==> run_1/congestion.png <==
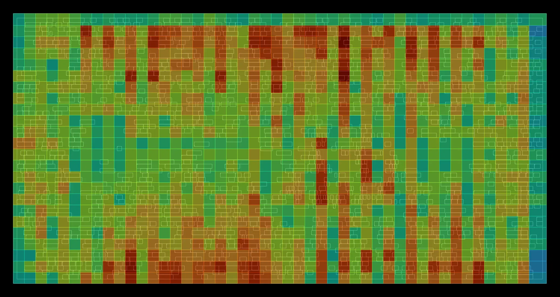
==> run_1/clk_routes.png <==
The bar under the picture is 100 um long.
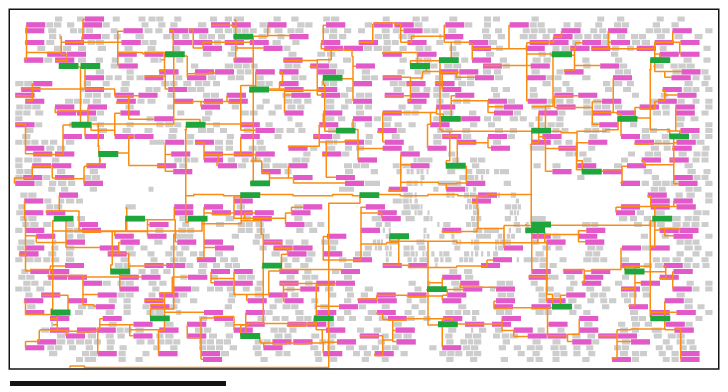
==> run_1/io_placement.png <==
Pins as bars across the die edge, other pins in gray.
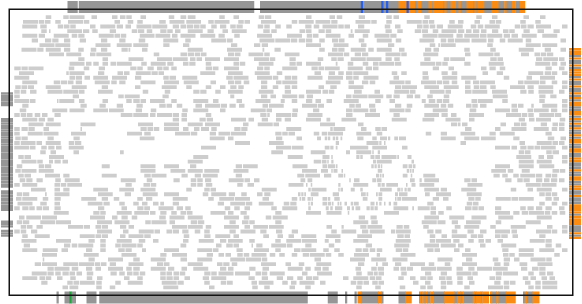
File: src/rtl/aes_round_sequencer.sv
// aes_round_sequencer: control FSM for an iterative AES-128/192/256 datapath.
// It loads the text and key beats, then issues one step strobe at a time for each round. A watchdog aborts a step whose ack does not arrive.
module aes_round_sequencer #(
  parameter int KEY_BITS = 128,
  parameter int TIMEOUT  = 64
) (
  input  logic                clk,
  input  logic                reset,
  input  logic                start,
  input  logic                mode,
  input  logic [127:0]        data,
  input  logic                i_data_received_text,
  input  logic                i_data_received_key,
  input  logic                i_byte_subs,
  input  logic                i_shift_rows,
  input  logic                i_mix_columns,
  input  logic                i_key_addition,
  input  logic                i_round_key_get_ready,
  input  logic [127:0]        state_in,
  input  logic                i_done,
  output logic                o_load,
  output logic                o_process,
  output logic                o_send,
  output logic                o_substitute,
  output logic                o_shift_rows,
  output logic                o_mix_columns,
  output logic                o_add,
  output logic                o_calc_round_key,
  output logic                o_inverse,
  output logic [3:0]          round_cnt,
  output logic [127:0]        plain_text,
  output logic [KEY_BITS-1:0] prime_key,
  output logic [127:0]        cipher_text,
  output logic                o_error
);
  localparam logic [3:0] NR = KEY_BITS == 256 ? 4'd14 : KEY_BITS == 192 ? 4'd12 : 4'd10;
  localparam int KEY_BEATS = KEY_BITS == 128 ? 1 : 2;
  localparam int LB = KEY_BITS > 128 ? KEY_BITS - 128 : 1;
  localparam int WDW = TIMEOUT > 1 ? $clog2(TIMEOUT) : 1;
  typedef enum logic [1:0] {IDLE, LOAD, PROCESS, SEND} top_t;
  typedef enum logic [2:0] {ST_SUB, ST_SHIFT, ST_MIX, ST_ADD, ST_KEY, ST_DONE} step_t;
  top_t           r_state;
  step_t          r_step;
  step_t          w_next;
  logic           r_text_got;
  logic           r_kbeat;
  logic [WDW-1:0] r_wd;
  logic [127:0]   r_key_hi;
  logic           w_strobe, w_ack, w_last, w_timeout, w_kb0, w_kb1;
  assign o_load    = r_state == LOAD;
  assign o_process = r_state == PROCESS;
  assign o_send    = r_state == SEND;
  assign w_strobe  = o_substitute | o_shift_rows | o_mix_columns | o_add | o_calc_round_key;
  assign w_ack     = (o_substitute & i_byte_subs) | (o_shift_rows & i_shift_rows) |
                     (o_mix_columns & i_mix_columns) | (o_add & i_key_addition) |
                     (o_calc_round_key & i_round_key_get_ready);
  assign w_last    = o_inverse ? (round_cnt == 4'd0) : (round_cnt == NR);
  assign w_timeout = (TIMEOUT != 0) && w_strobe && (r_wd == WDW'(TIMEOUT - 1));
  assign w_kb0     = o_load && i_data_received_key && r_text_got && !r_kbeat;
  assign w_kb1     = o_load && i_data_received_key && r_text_got && r_kbeat && (KEY_BEATS == 2);
  // Decrypt runs InvShift/InvSub/Add/InvMix per round; the init ADD (round NR) goes straight to KEY.
  always_comb begin
    w_next = ST_DONE;
    if (!o_inverse)
      case (r_step)
        ST_SUB:   w_next = ST_SHIFT;
        ST_SHIFT: w_next = w_last ? ST_ADD : ST_MIX;
        ST_MIX:   w_next = ST_ADD;
        ST_ADD:   w_next = w_last ? ST_DONE : ST_KEY;
        ST_KEY:   w_next = ST_SUB;
        default:  w_next = ST_DONE;
      endcase
    else
      case (r_step)
        ST_SHIFT: w_next = ST_SUB;
        ST_SUB:   w_next = ST_ADD;
        ST_ADD:   w_next = w_last ? ST_DONE : (round_cnt == NR ? ST_KEY : ST_MIX);
        ST_MIX:   w_next = ST_KEY;
        ST_KEY:   w_next = ST_SHIFT;
        default:  w_next = ST_DONE;
      endcase
  end
  always_ff @(posedge clk or negedge reset) begin
    if (!reset) begin
      r_state          <= IDLE;
      r_step           <= ST_SUB;
      r_text_got       <= 1'b0;
      r_kbeat          <= 1'b0;
      r_wd             <= '0;
      r_key_hi         <= '0;
      o_substitute     <= 1'b0;
      o_shift_rows     <= 1'b0;
      o_mix_columns    <= 1'b0;
      o_add            <= 1'b0;
      o_calc_round_key <= 1'b0;
      o_inverse        <= 1'b0;
      round_cnt        <= '0;
      plain_text       <= '0;
      cipher_text      <= '0;
      o_error          <= 1'b0;
    end else begin
      o_error <= 1'b0;
      case (r_state)
        IDLE: if (start) begin
          r_state    <= LOAD;
          o_inverse  <= mode;
          r_text_got <= 1'b0;
          r_kbeat    <= 1'b0;
        end
        LOAD: begin
          if (i_data_received_text && !r_text_got) begin
            plain_text <= data;
            r_text_got <= 1'b1;
          end
          if (w_kb0) begin
            r_key_hi <= data;
            r_kbeat  <= 1'b1;
          end
          if (KEY_BEATS == 1 ? w_kb0 : w_kb1) begin
            r_state   <= PROCESS;
            r_step    <= ST_ADD;
            o_add     <= 1'b1;
            r_wd      <= '0;
            round_cnt <= o_inverse ? NR : 4'd0;
          end
        end
        PROCESS: begin
          if (w_ack) begin
            {o_substitute, o_shift_rows, o_mix_columns, o_add, o_calc_round_key} <= '0;
            r_step <= w_next;
            if (o_calc_round_key) round_cnt <= o_inverse ? round_cnt - 4'd1 : round_cnt + 4'd1;
            if (o_add && w_next == ST_DONE) cipher_text <= state_in;
          end else if (w_timeout) begin
            {o_substitute, o_shift_rows, o_mix_columns, o_add, o_calc_round_key} <= '0;
            o_error   <= 1'b1;
            r_state   <= IDLE;
            round_cnt <= '0;
          end else if (w_strobe) begin
            r_wd <= r_wd + WDW'(1);
          end else if (r_step == ST_DONE) begin
            r_state <= SEND;
          end else begin
            o_substitute     <= r_step == ST_SUB;
            o_shift_rows     <= r_step == ST_SHIFT;
            o_mix_columns    <= r_step == ST_MIX;
            o_add            <= r_step == ST_ADD;
            o_calc_round_key <= r_step == ST_KEY;
            r_wd             <= '0;
          end
        end
        SEND: if (i_done) r_state <= IDLE;
      endcase
    end
  end
  if (KEY_BITS > 128) begin : g_lo
    logic [LB-1:0] r_key_lo;
    always_ff @(posedge clk or negedge reset) begin
      if (!reset) r_key_lo <= '0;
      else if (w_kb1) r_key_lo <= data[127 -: LB];
    end
    assign prime_key = {r_key_hi, r_key_lo};
  end else begin : g_nolo
    assign prime_key = r_key_hi;
  end
endmodule

File: config.mk
export PLATFORM = sky130hd
export DESIGN_NAME = aes_round_sequencer
export DESIGN_NICKNAME = d
export VERILOG_FILES = /design/src/rtl/aes_round_sequencer.sv
export SDC_FILE = /design/constraint.sdc
export NUM_CORES = 1
export LEC_CHECK = 0
export CAP_MARGIN = 10
export CELL_PAD_IN_SITES_DETAIL_PLACEMENT = 0
export CELL_PAD_IN_SITES_GLOBAL_PLACEMENT = 2
export CORE_ASPECT_RATIO = 0.5
export CORE_MARGIN = 2
export CORE_UTILIZATION = 30
export DETAILED_ROUTE_END_ITERATION = 7
export PLACE_DENSITY_LB_ADDON = 0.1
export SLEW_MARGIN = 40
export SYNTH_ARGS = -nofsm -noshare
export SYNTH_HDL_FRONTEND = slang
export SYNTH_SLANG_ARGS = --single-unit
export TNS_END_PERCENT = 1
File: constraint.sdc
create_clock -name clk -period 3.7 [get_ports clk]
set_input_delay 0.74 -clock clk [delete_from_list [all_inputs] [get_ports clk]]
set_output_delay 0.74 -clock clk [all_outputs]
set_load 0.005 [all_outputs]
==> impl_metrics.env, run 1 <==
# yosys + openroad results
export IMPL_rrSetupSlack_ns=0.89
export IMPL_postCtsSetupBuffers=0
export IMPL_stdcell_count=2402
export IMPL_largest_area_cell="dfrtp_1"
export IMPL_seqPwrFrac=0.374
export IMPL_grt_pass1_vias=11700
export IMPL_end_kind="primary output"
export IMPL_layout_min_cycle_time_ns=2.83
export IMPL_arrival_ns=2.09
export IMPL_critPathLaunch="r_state[0]"
export IMPL_antenna_found_initial=6
export IMPL_path_delay_family="buffers and inverters"
export IMPL_cp_cell_sequence="inv_1 > ha_1 > clkdlybuf4s50_1"
export IMPL_r2r_start="r_state[0]"
export IMPL_vias=10800
export IMPL_status="finished clean"
export IMPL_drtIter0Drc=327
export IMPL_power_density_nw_per_um2=835
export IMPL_yosysWarnings=0
export IMPL_worstSetupEndpoint="o_process"
export IMPL_grt_util_met2=0.348
export IMPL_ir_worst_vdd_v=0.000360
export IMPL_edf_count=0
export IMPL_cts_path_max_buffers=3
export IMPL_netlist_area_leader_share=0.648
export IMPL_drive_above_1_share=0.264
export IMPL_syn_inst=986
export IMPL_setup_worst_path_start_class="register"
Notes on congestion.png above:
total track usage: 0.177
wire per inst: 20.5 um
met1 usage: 0.181

Notes on clk_routes.png above:
[clock wires] orange | length: 5880 um
[flip-flops] magenta | count: 408
[clock drivers] green | count: 41
routed clock nets: 42
clock group power: 4140 uW
Layout Skew: 0.0108 ns
Late-Pin Clk Latency: 0.55 ns

Notes on io_placement.png above:
[cipher_text] orange | pins: 128 | direction: output | edge: 43 bottom, 43 top, 42 right
[reset] green | pins: 1 | direction: input | edge: bottom
[round_cnt] blue | pins: 4 | direction: output | edge: top
all pins by edge: 285 top, 248 bottom, 82 right, 51 left
Die Height: 166 um
Die X: 328 um

run 1: sequential cells by signal, summed over array words and instances, names as in the netlist:
signal,cells
o_add,1
r_text_got,1
prime_key,128
r_wd,6
r_step,3
r_state,2
o_error,1
o_shift_rows,1
r_kbeat,1
o_inverse,1
o_substitute,1
o_mix_columns,1
cipher_text,128
plain_text,128
round_cnt,4
o_calc_round_key,1
run 1: metal layers:
| layer | up-vias | part of all wire |
|---|---|---|
| met3 | 104 | 0.044 |
| met5 | - | 0 |
| met2 | 269 | 0.58 |
| li1 | 4882 | - |
| met1 | 5567 | 0.34 |
| met4 | 0 | 0.038 |
run 1: cells by family after synthesis:
logic type / after synthesis / share of synthesized area
compound gates: 57 / 0.0255
flops: 408 / 0.648
buf+inv: 59 / 0.0180
simple gates: 60 / 0.0202
xor+xnor: 3 / 0.00167
fa+ha+maj: 9 / 0.00763
mux: 390 / 0.279
run 1: through the flow:
step / power [uW] / worst slack, ns / hold WS (ns)
2_1_floorplan: 10800 / 1.30 / 0.444
3_3_place_gp: 16500 / 0.617 / 0.473
3_5_place_dp: 16700 / 0.630 / 0.482
4_1_cts: 21000 / 0.782 / 0.222
5_1_grt: 21800 / 0.711 / 0.191
6_report: 20600 / 0.867 / 0.178
run 1: worst min-delay path by stage:
| stage | start | to | slack (ns) | cells past startpoint |
|---|---|---|---|---|
| 2_1_floorplan | reset | cipher_text[0] | 0.44 | 0 |
| 3_3_place_gp | cipher_text[42] | cipher_text[42] | 0.47 | 1 |
| 3_5_place_dp | cipher_text[82] | cipher_text[82] | 0.48 | 1 |
| 4_1_cts | reset | prime_key[106] | 0.22 | 1 |
| 5_1_grt | reset | prime_key[102] | 0.19 | 1 |
| 6_report | reset | plain_text[101] | 0.18 | 1 |
run 1: cell type report:
cell class / instances / area, sq um
multi-input cells: 519 / 5260
clock inverters: 8 / 68.8
flip-flops and latches: 408 / 10200
clock buffers: 63 / 1240
fillers: 4629 / 27200
inverters: 10 / 37.5
repair buffers: 687 / 6950
diodes: 6 / 15.0
well taps: 701 / 877
run 1: cell usage after synthesis (all sizes together) (2+ instances only):
cell and n:
nor4 3, dfrtp 408, o21ai 15, buf 24
nor4b 2, nor2 14, o211ai 2, a31o 2
a21oi 9, o22ai 2, nand2 15, o21a 2
ha 8, a211oi 2, a22oi 4, nor3 4
nand3 7, nand3b 3, mux2 390, inv 9
clkbuf 25, a31oi 5, and3 3, xnor2 2
nand4 2
run 1: cell usage in the layout (no fill, tap or decap), types with 2 or more instances in the layout:
cell,count
mux2_2,354
mux2_1,36
a31oi_1,5
nor3_1,3
nor4b_1,2
xnor2_1,2
a21oi_1,8
clkinv_2,6
dfrtp_1,408
a22oi_1,4
ha_1,8
nand2_1,15
buf_4,12
nor2_1,13
nand3b_1,3
nand4_1,2
inv_1,9
clkbuf_1,11
and3_1,3
nor4_1,3
clkdlybuf4s50_1,664
a31o_2,2
o211ai_1,2
o21ai_0,13
nand3_1,7
o22ai_1,2
clkbuf_8,9
o21a_1,2
buf_12,10
clkbuf_16,43
diode_2,6
--- run 2 (diff from run 1) ---
--- a/config.mk
+++ b/config.mk
@@ -10,7 +10,7 @@
 export CELL_PAD_IN_SITES_GLOBAL_PLACEMENT = 2
 export CORE_ASPECT_RATIO = 0.5
 export CORE_MARGIN = 2
-export CORE_UTILIZATION = 30
+export CORE_UTILIZATION = 25
 export DETAILED_ROUTE_END_ITERATION = 7
 export PLACE_DENSITY_LB_ADDON = 0.1
 export SLEW_MARGIN = 40
==> constraint.sdc (replaced) <==
create_clock -name clk -period 2.5 [get_ports clk]
set_input_delay 0.5 -clock clk [delete_from_list [all_inputs] [get_ports clk]]
set_output_delay 0.5 -clock clk [all_outputs]
set_load 0.005 [all_outputs]
==> impl_metrics.env, run 2 <==
# yosys + openroad results
export IMPL_vias=10900
export IMPL_antenna_found_initial=2
export IMPL_ys_sh_adder=0.00763
export IMPL_topCombFamilyByArea="multiplexers"
export IMPL_track_usage=0.158
export IMPL_ys_sh_aoi=0.0255
export IMPL_largest_area_cell="dfrtp_1"
export IMPL_end_kind="primary output"
export IMPL_power_density_nw_per_um2=1240
export IMPL_final_antenna_net_count=0
export IMPL_cp_cell_sequence="buf_4 > clkdlybuf4s50_1"
export IMPL_edf_count=0
export IMPL_layout_min_cycle_time_ns=2.38
export IMPL_drive_above_1_share=0.277
export IMPL_path_delay_family="buffers and inverters"
export IMPL_drtIter0Drc=310
export IMPL_syn_inst=986
export IMPL_synthXorXnorAreaFrac=0.00167
export IMPL_cts_path_max_buffers=3
export IMPL_clock_latency_late_pin_ns=0.56
export IMPL_synthMostInstantiatedCell="dfrtp_1"
export IMPL_skew_ns=0.0196
export IMPL_layout_top_cells="662 x clkdlybuf4s50_1, 408 x dfrtp_1, 354 x mux2_2"
export IMPL_combGateArea_sq_um=5260
export IMPL_routedWlPerCell_um=20.6
export IMPL_nFillCells=5737
export IMPL_arrival_ns=1.88
export IMPL_synth_area_mux_share=0.279
export IMPL_grt_pass1_vias=12000
export IMPL_syn_avg_cell_area_sq_um=16.0
export IMPL_openroad_warnings=30
export IMPL_common_cells="408 x dfrtp_1, 354 x mux2_2, 36 x mux2_1"
export IMPL_status="finished clean"
export IMPL_ir_worst_vdd_v=0.000504
export IMPL_ys_sh_simple=0.0202
## run 2: netlist changes by cell type in the layout (fill, tap and decap cells not counted), sizes merged
cell and change:
dlygate4sd3 +1, dlygate4sd2 +2, clkinv -2, inv -1
clkdlybuf4s50 -2, diode -4, clkbuf +5, buf +30
## run 2: path summary, 6_finish.rpt
path / start / end / slack [ns]
max reg2reg: round_cnt[1] / cipher_text[103] / 0.17
max: o_inverse / o_inverse / 0.12
min reg2reg: cipher_text[47] / cipher_text[47] / 0.49
min in group clk: cipher_text[47] / cipher_text[47] / 0.49
max in group asynchronous: reset / cipher_text[68] / 1.23
min: reset / prime_key[31] / 0.46
## run 2: area by class of cell
| type | count | share of cell area |
|---|---|---|
| Antenna cell | 2 | 0.000199 |
| Clock buffer | 68 | 0.0518 |
| Clock inverter | 5 | 0.00199 |
| Inverter | 10 | 0.00149 |
| Multi-Input combinational cell | 519 | 0.209 |
| Sequential cell | 408 | 0.406 |
| Tap cell | 825 | 0.0410 |
| Timing Repair Buffer | 718 | 0.289 |
## run 2: stage by stage
step                      cells  worst slack, ns  hold slack, ns  total power, uW  cell area, sq um
after floorplan             986            0.336           0.204            16000             15800
after global placement     2479           -0.199           0.474            24900             23800
after detailed placement   2479           -0.183           0.477            25200             23800
after CTS                  2553           0.0214           0.462            31800             25100
after global routing       2555           0.0110           0.477            33000             25200
final                      2555            0.119           0.458            31100             25200
## run 2: logic make-up (layout without fill, tap and decap cells)
group,after synthesis,in the layout
flops,408,408
mux,390,390
simple gates,60,60
buf+inv,59,801
compound gates,57,57
fa+ha+maj,9,9
xor+xnor,3,3
other cells,0,2
## run 2: what timing repair did
| item | CTS | global route |
|---|---|---|
| buffers inserted | 0 | 0 |
| setup endpoints to repair | 2 | 0 |
| resized | 3 | 0 |
| hold endpoints to repair | 39 | 0 |
| hold buffers | 1 | 0 |
## run 2: power breakdown
| group | leakage, uW | switching [uW] | internal (uW) | total [uW] |
|---|---|---|---|---|
| logic | 0.00510 | 4630 | 8730 | 13400 |
| clock network | 0.000666 | 2680 | 3650 | 6330 |
| registers | 0.00505 | 1650 | 9730 | 11400 |
## run 2: per-layer routing
layer,track usage,routed length (um),up-vias
met3,0.0326,1980,76
met2,0.338,32400,234
li1,-,-,4952
met5,0,0,-
met4,0.0427,1330,0
met1,0.150,17000,5668
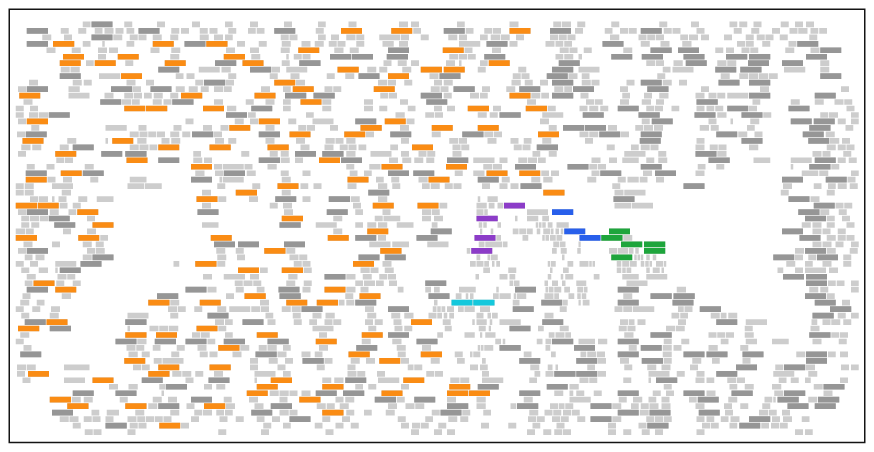
(run_2/flops_by_reg.png)
[round_cnt] purple | sequential cells: 4 | where: center
[r_wd] green | sequential cells: 6 | where: middle right
[r_state] cyan | sequential cells: 2
[r_step] blue | sequential cells: 3
[plain_text] orange | sequential cells: 128
not colored: 265
flop share of the area: 0.406
Register Area: 10200 sq um
Layout Utilization: 0.407
sequential power: 11400 uW

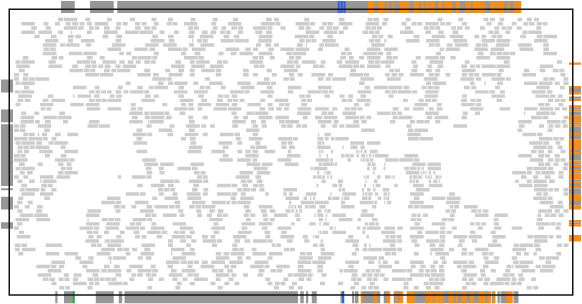
(run_2/io_placement.png)
Pins as bars across the die edge, other pins in gray.
[cipher_text] orange | pins: 128 | direction: output | edge: 52 top, 41 bottom, 35 right
[round_cnt] blue | pins: 4 | direction: output | edge: 3 top, 1 bottom
[reset] green | pins: 1 | direction: input | edge: bottom
PortBufs: 665
Die X: 359 um

--- run 3 (diff from run 2) ---
--- a/config.mk
+++ b/config.mk
@@ -5,13 +5,14 @@
 export SDC_FILE = /design/constraint.sdc
 export NUM_CORES = 1
 export LEC_CHECK = 0
-export CAP_MARGIN = 10
 export CELL_PAD_IN_SITES_DETAIL_PLACEMENT = 0
 export CELL_PAD_IN_SITES_GLOBAL_PLACEMENT = 2
 export CORE_ASPECT_RATIO = 0.5
 export CORE_MARGIN = 2
-export CORE_UTILIZATION = 25
+export CORE_UTILIZATION = 26
+export CTS_BUF_LIST = sky130_fd_sc_hd__clkbuf_8
 export DETAILED_ROUTE_END_ITERATION = 7
+export MAX_ROUTING_LAYER = met4
 export PLACE_DENSITY_LB_ADDON = 0.1
 export SLEW_MARGIN = 40
 export SYNTH_ARGS = -nofsm -noshare
==> impl_metrics.env, run 3 <==
# yosys + openroad results
export IMPL_status="finished clean"
export IMPL_drive_above_1_share=0.292
export IMPL_layout_cells_most_common="clkdlybuf4s50_1"
export IMPL_layout_top_cells="662 x clkdlybuf4s50_1, 408 x dfrtp_1, 354 x mux2_2"
export IMPL_setup_ws_ns=0.173
export IMPL_synthMostInstantiatedCell="dfrtp_1"
export IMPL_largest_area_cell="dfrtp_1"
export IMPL_path_delay_family="buffers and inverters"
export IMPL_postCtsSetupBuffers=0
export IMPL_dp_cells=2471
export IMPL_routedWlPerCell_um=20.2
export IMPL_vias=11100
export IMPL_pre_cts_ws_ns=-0.197
export IMPL_openroad_warnings=30
export IMPL_edf_count=0
export IMPL_drtIter0Drc=318
export IMPL_end_kind="primary output"
export IMPL_netlist_area_leader_share=0.648
export IMPL_syn_inst=986
export IMPL_cp_cell_sequence="inv_1 > ha_1 > buf_4 > dlygate4sd2_1"
export IMPL_clock_latency_late_pin_ns=0.61
export IMPL_skew_ns=0.0267
export IMPL_r2r_start="round_cnt[1]"
export IMPL_port_buffers=665
## run 3: per-layer routing
metal,vias to the layer above,GRT usage,part of all wire
met4,0,0.0661,0.033
met2,274,0.325,0.59
met5,-,-,0
met3,110,0.0400,0.041
li1,5029,-,-
met1,5662,0.156,0.34
## run 3: how the worst max path moves through the flow
stage	from	to	slack, ns
global route	r_state[0]	o_process	0.003
finish	r_state[0]	o_process	0.17
detailed placement	i_mix_columns	cipher_text[58]	-0.20
floorplan	r_state[0]	cipher_text[14]	0.34
global placement	i_mix_columns	cipher_text[70]	-0.23
CTS	r_state[0]	o_process	0.08
## run 3: cell type report
cell class	count	area, sq um
repair buffers	723	7310
multi-input cells	519	5260
inverters	10	37.5
flip-flops and latches	408	10200
well taps	812	1020
clock inverters	32	136
diodes	7	17.5
clock buffers	84	1160
fillers	5536	34500
## run 3: logic make-up after synthesis
kind of cell | after synthesis | share of synthesized area
AND-OR/OR-AND | 57 | 0.0255
XOR/XNOR | 3 | 0.00167
adder cells (fa/ha/maj) | 9 | 0.00763
buffers and inverters | 59 | 0.0180
flip-flops | 408 | 0.648
multiplexers | 390 | 0.279
AND/OR/NAND/NOR | 60 | 0.0202
## run 3: repair_timing
| action | in CTS | in global routing |
|---|---|---|
| endpoints found under the setup margin | 2 | 0 |
| endpoints found under the hold margin | 40 | 0 |
| gates resized | 3 | 0 |
| hold buffers | 1 | 0 |
## run 3: report_power, final
part	internal, uW	switching, uW
clock	3020	2730
combinational	8760	4630
sequential	9730	1630
## run 3: worst reg2reg max path, stage by stage, from the launching register on
cell and delay [ns]:
dfrtp_1 0.46, xnor2_1 0.24, nand2_1 0.09, a31oi_1 0.21, a2bb2oi_2 0.17, nand4_1 0.22
buf_12 0.24, buf_4 0.18, mux2_1 0.32
## run 3: per-stage QoR
| stage | total power, uW | setup TNS (ns) | instance area [sq um] |
|---|---|---|---|
| after floorplan | 16000 | 0 | 15800 |
| after global placement | 24800 | -22.72 | 23800 |
| after detailed placement | 25200 | -18.04 | 23800 |
| after CTS | 31100 | 0 | 25100 |
| after global routing | 32400 | 0 | 25100 |
| final | 30500 | 0 | 25100 |
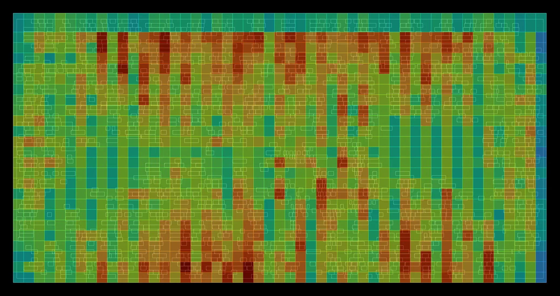
(run_3/congestion.png)
grt met3 use: 0.0400
met2 usage: 0.325
Layout Utilization: 0.422
met1 usage: 0.156

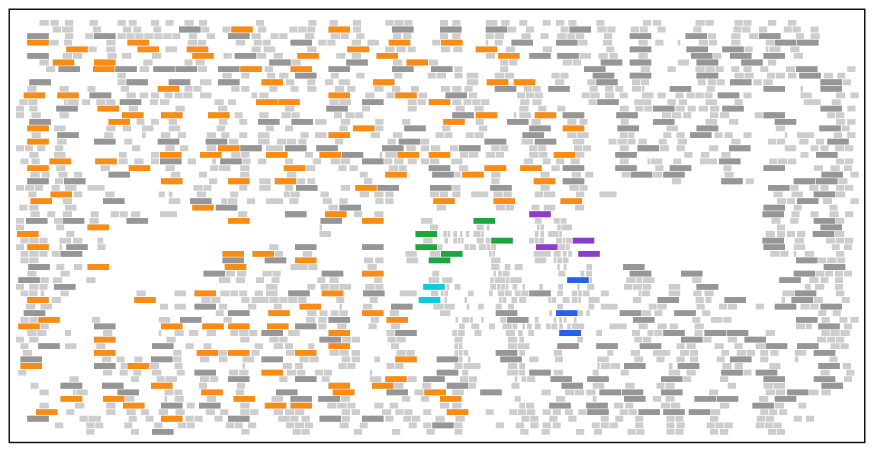
(run_3/flops_by_reg.png)
flop share of the area: 0.406

Power and IR drop assume default switching activity.
